**config.mk**
```make
export PLATFORM = sky130hd
export DESIGN_NAME = systolic_skew_feeder
export DESIGN_NICKNAME = d
export VERILOG_FILES = /design/src/rtl/systolic_skew_feeder_pkg.sv /design/src/rtl/skew_delay_line.sv /design/src/rtl/systolic_skew_feeder.sv
export SDC_FILE = /design/constraint.sdc
export NUM_CORES = 1
export LEC_CHECK = 0
export CELL_PAD_IN_SITES_DETAIL_PLACEMENT = 0
export CELL_PAD_IN_SITES_GLOBAL_PLACEMENT = 1
export CORE_MARGIN = 4
export CORE_UTILIZATION = 35
export DETAILED_ROUTE_END_ITERATION = 6
export PLACE_DENSITY_LB_ADDON = 0.1
export SLEW_MARGIN = 30
export SYNTH_ARGS = -nofsm -noshare
export SYNTH_HDL_FRONTEND = slang
export SYNTH_SLANG_ARGS = --single-unit
```
**constraint.sdc**
```tcl
create_clock -name clk -period 1.2 [get_ports clk]
set_clock_uncertainty 0.1 [all_clocks]
set_input_delay 0.3 -clock clk [delete_from_list [all_inputs] [get_ports clk]]
set_output_delay 0.3 -clock clk [all_outputs]
set_load 0.05 [all_outputs]
```
**src/rtl/systolic_skew_feeder_pkg.sv**
```systemverilog
`default_nettype none
// ============================================================================
// Module      : systolic_skew_feeder_pkg
// Description : Shared defaults, feeder state encoding and lane-slice helper.
// Revision    : 1.0 - initial release
// ============================================================================
package systolic_skew_feeder_pkg;

    localparam int c_default_data_width = 8;
    localparam int c_default_array_n    = 4;

    typedef enum logic [1:0] {
        ST_IDLE   = 2'd0,
        ST_STREAM = 2'd1,
        ST_FLUSH  = 2'd2
    } feeder_state_t;

    // LSB of lane `lane` inside a packed lane vector; also used by the PE array top.
    function automatic int lane_lsb(input int lane, input int width);
        return lane * width;
    endfunction

endpackage
`default_nettype wire

```
**src/rtl/skew_delay_line.sv**
```systemverilog
`default_nettype none
// ============================================================================
// Module      : skew_delay_line
// Description : Fixed-depth free-running shift register for one element plus
//               its valid flag.
// Revision    : 1.0 - initial release
// ============================================================================
module skew_delay_line
    import systolic_skew_feeder_pkg::*;
#(
    parameter int DEPTH      = 1,
    parameter int DATA_WIDTH = c_default_data_width
) (
    input  logic                  clk,
    input  logic                  rst_n,
    input  logic [DATA_WIDTH-1:0] in_data,
    input  logic                  in_valid,
    output logic [DATA_WIDTH-1:0] out_data,
    output logic                  out_valid
);

    logic [DATA_WIDTH-1:0] r_data [DEPTH];
    logic [DEPTH-1:0]      r_valid;

    always_ff @(posedge clk or negedge rst_n) begin
        if (!rst_n) begin
            for (int s = 0; s < DEPTH; s++) begin
                r_data[s]  <= '0;
                r_valid[s] <= 1'b0;
            end
        end else begin
            r_data[0]  <= in_data;
            r_valid[0] <= in_valid;
            for (int s = 1; s < DEPTH; s++) begin
                r_data[s]  <= r_data[s-1];
                r_valid[s] <= r_valid[s-1];
            end
        end
    end

    assign out_data  = r_data[DEPTH-1];
    assign out_valid = r_valid[DEPTH-1];

endmodule
`default_nettype wire

```
**src/rtl/systolic_skew_feeder.sv**
```systemverilog
`default_nettype none
// ============================================================================
// Module      : systolic_skew_feeder
// Description : Re-times row vectors into the diagonal wavefront feeding the
//               PE array's left edge, then flushes and signals completion.
// Revision    : 1.0 - initial release
// ============================================================================
module systolic_skew_feeder
    import systolic_skew_feeder_pkg::*;
#(
    parameter int DATA_WIDTH = c_default_data_width,
    parameter int ARRAY_N    = c_default_array_n
) (
    input  logic                          clk,
    input  logic                          rst_n,
    input  logic                          in_valid,
    output logic                          in_ready,
    input  logic [ARRAY_N*DATA_WIDTH-1:0] in_data,
    input  logic                          in_last,
    output logic [ARRAY_N*DATA_WIDTH-1:0] skew_data,
    output logic [ARRAY_N-1:0]            skew_valid,
    output logic                          busy,
    output logic                          done
);

    // Counter spans 0..ARRAY_N-2, one value per flush cycle.
    localparam int                 c_cnt_w      = (ARRAY_N > 2) ? $clog2(ARRAY_N - 1) : 1;
    localparam bit                 c_multi_lane = (ARRAY_N > 1);
    localparam logic [c_cnt_w-1:0] c_flush_last = c_cnt_w'((ARRAY_N > 1) ? (ARRAY_N - 2) : 0);

    feeder_state_t      r_state, w_state_nxt;
    logic [c_cnt_w-1:0] r_cnt, w_cnt_nxt;
    logic               r_busy, r_done;
    logic               w_done_nxt;
    logic               w_accept;

    assign in_ready = (r_state != ST_FLUSH);
    assign w_accept = in_valid && in_ready;
    assign busy     = r_busy;
    assign done     = r_done;

    always_ff @(posedge clk or negedge rst_n) begin
        if (!rst_n) begin
            r_state <= ST_IDLE;
            r_cnt   <= '0;
            r_busy  <= 1'b0;
            r_done  <= 1'b0;
        end else begin
            r_state <= w_state_nxt;
            r_cnt   <= w_cnt_nxt;
            r_busy  <= (w_state_nxt != ST_IDLE);
            r_done  <= w_done_nxt;
        end
    end

    always_comb begin
        w_state_nxt = r_state;
        w_cnt_nxt   = r_cnt;
        w_done_nxt  = 1'b0;
        case (r_state)
            ST_IDLE, ST_STREAM: begin
                if (w_accept) begin
                    if (!in_last) begin
                        w_state_nxt = ST_STREAM;
                    end else if (c_multi_lane) begin
                        w_state_nxt = ST_FLUSH;
                        w_cnt_nxt   = '0;
                    end else begin
                        // A single lane has nothing left to drain.
                        w_state_nxt = ST_IDLE;
                        w_done_nxt  = 1'b1;
                    end
                end
            end
            ST_FLUSH: begin
                if (r_cnt == c_flush_last) begin
                    w_state_nxt = ST_IDLE;
                    w_cnt_nxt   = '0;
                    w_done_nxt  = 1'b1;
                end else begin
                    w_cnt_nxt = r_cnt + 1'b1;
                end
            end
            default: begin
                w_state_nxt = ST_IDLE;
                w_cnt_nxt   = '0;
            end
        endcase
    end

    for (genvar i = 0; i < ARRAY_N; i++) begin : g_lane
        logic [DATA_WIDTH-1:0] w_head_data;

        assign w_head_data = w_accept ? in_data[lane_lsb(i, DATA_WIDTH) +: DATA_WIDTH] : '0;

        skew_delay_line #(
            .DEPTH      (i + 1),
            .DATA_WIDTH (DATA_WIDTH)
        ) u_delay_line (
            .clk       (clk),
            .rst_n     (rst_n),
            .in_data   (w_head_data),
            .in_valid  (w_accept),
            .out_data  (skew_data[lane_lsb(i, DATA_WIDTH) +: DATA_WIDTH]),
            .out_valid (skew_valid[i])
        );
    end

endmodule
`default_nettype wire

```
Fig. 1: run 1, congestion heat map
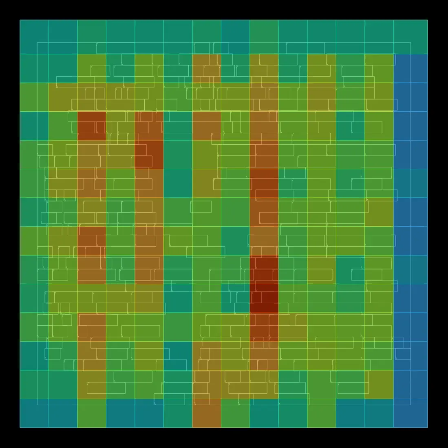
DR WL/cell: 13.31 um
Post-Route Utilization: 54.12%
met3 Use GR: 5.357%

Fig. 2: run 1, layout detail
Region (61, 61) to (86, 86) um. Cells in grey, sequential cells in the stronger grey; small squares are vias.
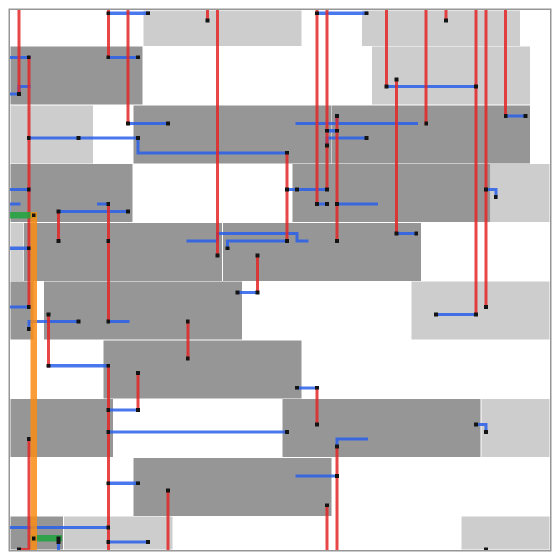
- M3: green
- M1: blue
- M2: red
- M4: orange
- sequential cells in the window: 12
- cells with their middle in the window: 19
- most frequent: dfrtp_1 (12), buf_12 (5), clkbuf_8 (2)
- netlist names of flops here include: g_lane.u_delay_line.r_data (7), g_lane.u_delay_line.out_data (3), g_lane.u_delay_line.r_valid (2)

==> impl_metrics.ini, run 1 <==
; generated from flow reports
[status]
status = finished with violations
violations = negative setup slack

[clocking]
cts.clk_slew.worst_paths_ns = 0.08
cts_made_buffers = 9
cts-root-buf = clkbuf_8
cts_resized = 1
clock-sinks = 90
clk_latency_ns = 0.34

[setup_path]
crit_path_start = r_state[0]$_DFF_PN0_
crit_fanout = 2
r2r_start = r_state[0]$_DFF_PN0_
cp.arrival_ns = 1.03
reg2regPathDepth = 4
required_ns = 0.80
cp_slowest_cell = dfrtp_1

[cells_and_area]
buf_share_pct = 30.29
inv_count = 0
lay_top_cells = dfrtp_1, buf_12, clkdlybuf4s50_1
final_area_um2 = 4225
nClkBuffers = 9
top_register = g_lane.u_delay_line.r_data
final_cells = 342
dominant-cell-class = flip-flops and latches
clock_cell_area_share_pct = 5.271
flop_area_um2 = 2252
areaGrowthSynthToFinish_pct = 49.42
numSequentialCells = 90
fillers = 639
logic_area_um2 = 342.8

[synthesis]
netlist_area_um2 = 2828
mux_share_pct = 0
synth_cells = 174
synth-seq-area-share_pct = 79.65
synth_top_area_share_pct = 79.65
common_cells = dfrtp_1, buf_4, and3_1
synth-edff-count = 0
synth.avg_cell_area_um2 = 16.25
ys_area_um2 = 2828
ys_sh_adder_pct = 0
ys_async_sr_fraction_pct = 100.0
ys_cells = 174
synth_cell_types = 19
ys_sh_xor_pct = 0
top_area_cell = dfrtp_1
synth.logic.top_family = simple AND/OR/NAND/NOR gates

[drt]
firstDrtPassIters = 2
wl_met2_um = 2474
maxUsedRoutingLayer = met4
drtIter0Drc = 23
via_per_inst = 4.213

[timing]
fmax_mhz = 699.2
setup_violations = 72
hold_viol = 0
hold_ws_ns = 0.2474
period_used_pct = 119.2
tightestPinTransition_ns = 0.3362
min_period_ns = 1.430
report.final.slew_viol_count = 0
fin_ws_ns = -0.2302

[die]
die_height_um = 97.89
chipArea_um2 = 9581

[global_routing]
use_met2_pct = 16.96
grt-ovfl-total = 0
grt_util_all_layers_pct = 10.20
grt_pass1_wl_um = 7583

[power]
power_density_nw_per_um2 = 2142
netSwitchingPower_mw = 2.795
power_frac_clock_pct = 24.5
internal_power_mw = 6.254
top_power_group = sequential cells
swShare_pct = 30.89
p_leak_nw = 2.067
p_seq_mw = 3.88
seqPwrFrac_pct = 42.9
p_comb_share_pct = 32.6
ir_drop_mv = 0.9499

[placed_design]
placed_cell_area_um2 = 3930
port_buffers = 74

[worst_hold_path]
worstHoldEndpoint = g_lane[2].u_delay_line.out_data[7]$_DFF_PN0_
Fig. 3: run 1, M1 wires
Drawn at 3 px/um.
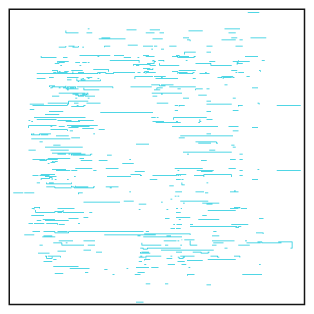
- main direction: horizontal
- share of all routed wire: 34%
- nets with wire on the layer: 206
- longest straight run: 24.8 um
- wire length on this layer: 1560 um
DRT Wirelength: 4553 um
total number of vias: 1441
GR Layer Usage met1: 10.07%

==> run 2: changes to the inputs <==
--- a/config.mk
+++ b/config.mk
@@ -7,11 +7,13 @@
 export LEC_CHECK = 0
 export CELL_PAD_IN_SITES_DETAIL_PLACEMENT = 0
 export CELL_PAD_IN_SITES_GLOBAL_PLACEMENT = 1
-export CORE_MARGIN = 4
+export CORE_MARGIN = 2
 export CORE_UTILIZATION = 35
 export DETAILED_ROUTE_END_ITERATION = 6
 export PLACE_DENSITY_LB_ADDON = 0.1
+export SKIP_CTS_REPAIR_TIMING = 1
 export SLEW_MARGIN = 30
 export SYNTH_ARGS = -nofsm -noshare
 export SYNTH_HDL_FRONTEND = slang
 export SYNTH_SLANG_ARGS = --single-unit
+export TNS_END_PERCENT = 50
Fig. 4: run 2, selected gate families
Drawn at 3 px/um.
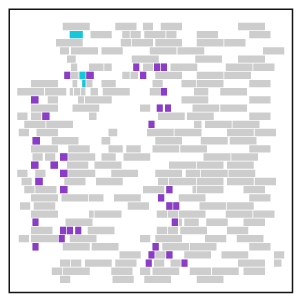
- nor cells: cyan (cells 3)
- and/or cells: purple (cells 35)
Non-Filler Instances: 340
dominant logic cell type in the layout: dfrtp_1

Fig. 5: run 2, M1 wires
Drawn at 3 px/um.
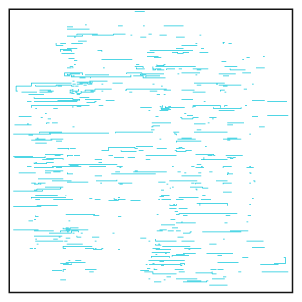
DRT Wirelength: 4546 um
total number of vias: 1417
GR Layer Usage met1: 12.31%

==> run 2 against run 1 <==
Against the previous run:
- the flow still finishes with violations (negative setup slack)
- critical endpoint unchanged
- core utilization is 1.1 points lower
- final area down 2.6%
- non-clock buffer count fell by 2
- highest routed layer unchanged
- sequential cell count is the same
==> impl_metrics.ini, run 2 <==
; generated from flow reports
[drt]
drtIter0Drc = 17
wl_met2_um = 2552
via_per_inst = 4.168

[global_routing]
grt-ovfl-total = 0
grt_pass1_wl_um = 7521
grt_util_met3_pct = 3.130

[synthesis]
mux_share_pct = 0
synth_cells = 174
ys_area_um2 = 2828
netlist_area_um2 = 2828
synth-seq-area-share_pct = 79.65
ys_cells = 174
synth_top_area_share_pct = 79.65
ys_sh_adder_pct = 0
synth.logic.top_family = simple AND/OR/NAND/NOR gates
common_cells = dfrtp_1, buf_4, and3_1
ys_sh_xor_pct = 0
top_area_cell = dfrtp_1
synth_cell_types = 19
ys_async_sr_fraction_pct = 100.0

[cells_and_area]
clock_cell_area_share_pct = 4.103
inv_count = 0
numSequentialCells = 90
lay_top_cells = dfrtp_1, buf_12, clkdlybuf4s50_1
buf_share_pct = 30.21
finish.utilization_pct = 53.00
dominant-cell-class = flip-flops and latches
nClkBuffers = 11
flop_area_um2 = 2252
areaGrowthSynthToFinish_pct = 45.58
final_area_um2 = 4116

[clocking]
clock-sinks = 90
cts-root-buf = clkbuf_8
clk_latency_ns = 0.34
cts.clk_slew.worst_paths_ns = 0.09
cts_made_buffers = 9

[placed_design]
port_buffers = 74
placed_cell_area_um2 = 3923

[power]
p_leak_nw = 2.011
p_comb_share_pct = 32.8
p_seq_mw = 3.90
netSwitchingPower_mw = 2.704
top_power_group = sequential cells
internal_power_mw = 5.724
power_frac_clock_pct = 20.9
power_density_nw_per_um2 = 2048
swShare_pct = 32.08
ir_drop_mv = 0.7132

[timing]
period_used_pct = 120.0
tightestPinTransition_ns = 0.2334
hold_viol = 0
fin_ws_ns = -0.2400
report.final.slew_viol_count = 0
min_period_ns = 1.440
fmax_mhz = 694.4
setup_violations = 54

[die]
chipArea_um2 = 8814

[setup_path]
reg2regPathDepth = 4
crit_fanout = 3
cp.arrival_ns = 1.04

[status]
violations = negative setup slack
status = finished with violations
